File: src/rtl/dmem_arbiter.sv
// dmem_arbiter: round-robin arbiter/sequencer sharing one fixed-latency data memory port.
// Rev 1.0 - initial release.
`default_nettype none

module dmem_arbiter #(
   parameter int N_REQ   = 2,
   parameter int AW      = 32,
   parameter int DW      = 32,
   parameter int MEM_LAT = 1
) (
   input  logic                clk,
   input  logic                rst_n,
   input  logic [N_REQ-1:0]    req,
   input  logic [N_REQ-1:0]    req_we,
   input  logic [N_REQ*AW-1:0] req_addr,
   input  logic [N_REQ*DW-1:0] req_wdata,
   output logic [N_REQ-1:0]    gnt,
   output logic [N_REQ-1:0]    done,
   output logic [DW-1:0]       rdata,
   output logic [N_REQ-1:0]    stall,
   output logic                busy,
   output logic                mem_en,
   output logic                mem_we,
   output logic [AW-1:0]       mem_addr,
   output logic [DW-1:0]       mem_wdata,
   input  logic [DW-1:0]       mem_rdata
);

   localparam int IW  = (N_REQ > 1) ? $clog2(N_REQ) : 1;
   localparam int IW1 = IW + 1;
   localparam int CW  = $clog2(MEM_LAT + 1);
   localparam logic [IW:0]   NREQ_W = IW1'(N_REQ);
   localparam logic [IW-1:0] LAST_W = IW'(N_REQ - 1);

   typedef enum logic [1:0] {
      S_IDLE   = 2'd0,
      S_ACCESS = 2'd1,
      S_WAIT   = 2'd2,
      S_DONE   = 2'd3
   } state_e;

   state_e          state_q, state_d;
   logic [IW-1:0]   cur_q, cur_d;
   logic [IW-1:0]   rr_q, rr_d;
   logic            we_q, we_d;
   logic [AW-1:0]   addr_q, addr_d;
   logic [DW-1:0]   wdata_q, wdata_d;
   logic [CW-1:0]   cnt_q, cnt_d;
   logic [DW-1:0]   rdata_q, rdata_d;

   logic            found;
   logic [IW-1:0]   win;
   logic [IW:0]     scan_idx;

   // Scan upward from the last winner so the previous owner ranks last.
   always_comb begin
      found    = 1'b0;
      win      = rr_q;
      scan_idx = '0;
      for (int k = 1; k <= N_REQ; k++) begin
         scan_idx = {1'b0, rr_q} + IW1'(k);
         if (scan_idx >= NREQ_W) scan_idx = scan_idx - NREQ_W;
         if (!found && req[scan_idx[IW-1:0]]) begin
            found = 1'b1;
            win   = scan_idx[IW-1:0];
         end
      end
   end

   always_comb begin
      state_d = state_q;
      cur_d   = cur_q;
      rr_d    = rr_q;
      we_d    = we_q;
      addr_d  = addr_q;
      wdata_d = wdata_q;
      cnt_d   = cnt_q;
      rdata_d = rdata_q;
      case (state_q)
         S_IDLE: begin
            if (found) begin
               cur_d   = win;
               rr_d    = win;
               we_d    = req_we[win];
               addr_d  = req_addr[int'(win)*AW +: AW];
               wdata_d = req_wdata[int'(win)*DW +: DW];
               state_d = S_ACCESS;
            end
         end
         S_ACCESS: begin
            cnt_d   = CW'(MEM_LAT);
            state_d = S_WAIT;
         end
         S_WAIT: begin
            cnt_d = cnt_q - CW'(1);
            if (cnt_q == CW'(1)) begin
               if (!we_q) rdata_d = mem_rdata;
               state_d = S_DONE;
            end
         end
         S_DONE: begin
            state_d = S_IDLE;
         end
         default: state_d = S_IDLE;
      endcase
   end

   always_ff @(posedge clk or negedge rst_n) begin
      if (!rst_n) begin
         state_q <= S_IDLE;
         cur_q   <= '0;
         rr_q    <= LAST_W;
         we_q    <= 1'b0;
         addr_q  <= '0;
         wdata_q <= '0;
         cnt_q   <= '0;
         rdata_q <= '0;
      end else begin
         state_q <= state_d;
         cur_q   <= cur_d;
         rr_q    <= rr_d;
         we_q    <= we_d;
         addr_q  <= addr_d;
         wdata_q <= wdata_d;
         cnt_q   <= cnt_d;
         rdata_q <= rdata_d;
      end
   end

   // Strobes decode straight from state so an async reset clears them at once.
   always_comb begin
      gnt  = '0;
      done = '0;
      if (state_q == S_ACCESS) gnt[cur_q]  = 1'b1;
      if (state_q == S_DONE)   done[cur_q] = 1'b1;
   end

   assign mem_en    = (state_q == S_ACCESS);
   assign mem_we    = mem_en & we_q;
   assign mem_addr  = addr_q;
   assign mem_wdata = wdata_q;
   assign rdata     = rdata_q;
   assign busy      = (state_q != S_IDLE);
   assign stall     = req & ~done;

endmodule

`default_nettype wire

File: config.mk
export PLATFORM = sky130hd
export DESIGN_NAME = dmem_arbiter
export DESIGN_NICKNAME = d
export VERILOG_FILES = /design/src/rtl/dmem_arbiter.sv
export SDC_FILE = /design/constraint.sdc
export NUM_CORES = 1
export LEC_CHECK = 0
export ABC_CLOCK_PERIOD_IN_PS = 1500
export CAP_MARGIN = 20
export CORE_ASPECT_RATIO = 1.2
export CORE_MARGIN = 4
export CORE_UTILIZATION = 35
export DETAILED_ROUTE_END_ITERATION = 12
export PLACE_DENSITY = 0.77
export SYNTH_ARGS = -nofsm -noshare
export SYNTH_HDL_FRONTEND = slang
export SYNTH_SLANG_ARGS = --single-unit
File: constraint.sdc
create_clock -name clk -period 1.5 [get_ports clk]
set_input_delay 0.3 -clock clk [delete_from_list [all_inputs] [get_ports clk]]
set_output_delay 0.3 -clock clk [all_outputs]
set_load 0.005 [all_outputs]
Metal 1:
Drawn at 2 px/um.
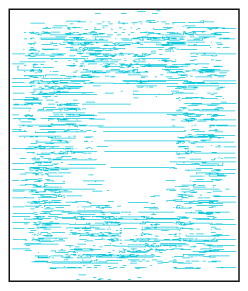
wire length on this layer = 6790 um
nets with wire on the layer = 800

Register map, names as in the netlist:
Drawn at 3 px/um. Other sequential cells in the stronger grey, the rest of the logic in the fainter grey.
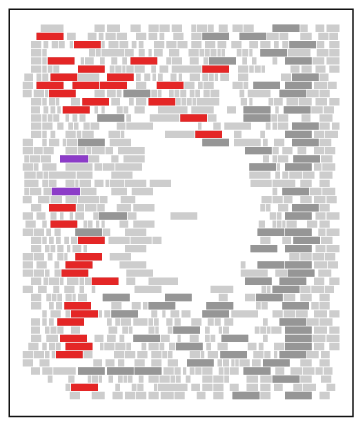
purple -> state_q  # flops 2
red -> mem_wdata  # flops 32
not coloured = 68
sequential cell power: 5010 uW
register area: 2560 um2
flop share of the area: 0.297
Final Util: 0.650

Logic cells by family:
Drawn at 2 px/um.
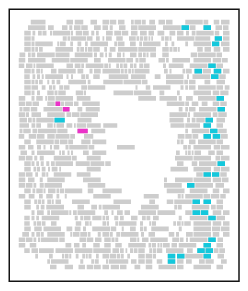
cyan -> multiplexers  # cells 33, where a vertical strip on the right
magenta -> AND-OR and OR-AND gates  # cells 3

==> flow_metrics.env <==
# flow metrics
export IMPL_status="finished, violations left"
export IMPL_violations="negative setup slack"
export IMPL_maxCapViolCount=0
export IMPL_tightestPinTransition_ns=0.410
export IMPL_fin_ws_ns=-0.149
export IMPL_power_density_nw_per_um2=1850
export IMPL_ir_drop_v=0.000868
export IMPL_synth_top_area_share=0.535
export IMPL_synth_simple_area_share=0.144
export IMPL_core_um2=13200
export IMPL_mostFrequentLayoutCell="clkdlybuf4s50_1"
export IMPL_worstReg2RegStart="state_q[1]$_DFFE_PN0P_"
export IMPL_cts_tree="yes"
export IMPL_final_cell_mix="166 x clkdlybuf4s50_1, 99 x dfrtp_1, 69 x dlygate4sd2_1, 66 x nand3_1, 58 x nor2_1"
export IMPL_portBuffers=270
export IMPL_rows=46
export IMPL_clock_root_buffer="clkbuf_16"
export IMPL_setup_viol_count_final=108
export IMPL_finClkSkew_ns=0.00843
export IMPL_areaGrowthSynthToFinish_pct=82.0
export IMPL_ys_ff=102
==> area by class of cell <==
| class | count | area share |
|---|---|---|
| clock buffers | 10 | 0.0278 |
| clock inverters | 5 | 0.00407 |
| inverters | 3 | 0.00189 |
| repair buffers | 317 | 0.394 |
| flip-flops and latches | 102 | 0.297 |
| well taps | 168 | 0.0244 |
| multi-input cells | 322 | 0.251 |
==> through the flow <==
| stage | TNS (ns) | worst slack [ns] |
|---|---|---|
| global route | -17.32 | -0.205 |
| floorplan | 0 | 0.0161 |
| finish | -11.01 | -0.149 |
| CTS | -10.50 | -0.145 |
| detailed placement | -16.16 | -0.231 |
| global placement | -12.38 | -0.229 |
==> power breakdown <==
group          total (uW)  internal (uW)  switching, uW
Combinational        8790           4940           3850
Sequential           5010           4200            817
Clock                2150           1160            981
==> metal layers <==
layer | routed length [um] | GRT usage | vias to the layer above
met5 | 0 | 0 | -
met4 | 490 | 0.0858 | 0
met3 | 1450 | 0.0559 | 39
met2 | 8510 | 0.359 | 283
met1 | 6790 | 0.270 | 2372
li1 | - | - | 2262
==> worst max-delay path by stage <==
| stage | startpoint | slack, ns | cells after the start | endpoint |
|---|---|---|---|---|
| 6_report | state_q[1]$_DFFE_PN0P_ | -0.15 | 5 | rdata[2]$_DFFE_PN0P_ |
| 5_1_grt | state_q[1]$_DFFE_PN0P_ | -0.20 | 8 | mem_addr[11]$_DFFE_PN0P_ |
| 4_1_cts | state_q[1]$_DFFE_PN0P_ | -0.14 | 5 | rdata[22]$_DFFE_PN0P_ |
| 3_5_place_dp | req[1] | -0.23 | 3 | stall[1] |
| 3_3_place_gp | req[0] | -0.23 | 3 | stall[0] |
| 2_1_floorplan | state_q[0]$_DFFE_PN0P_ | 0.02 | 5 | rdata[10]$_DFFE_PN0P_ |
Power figures rest on the tool's default switching activity, not on a simulated workload.
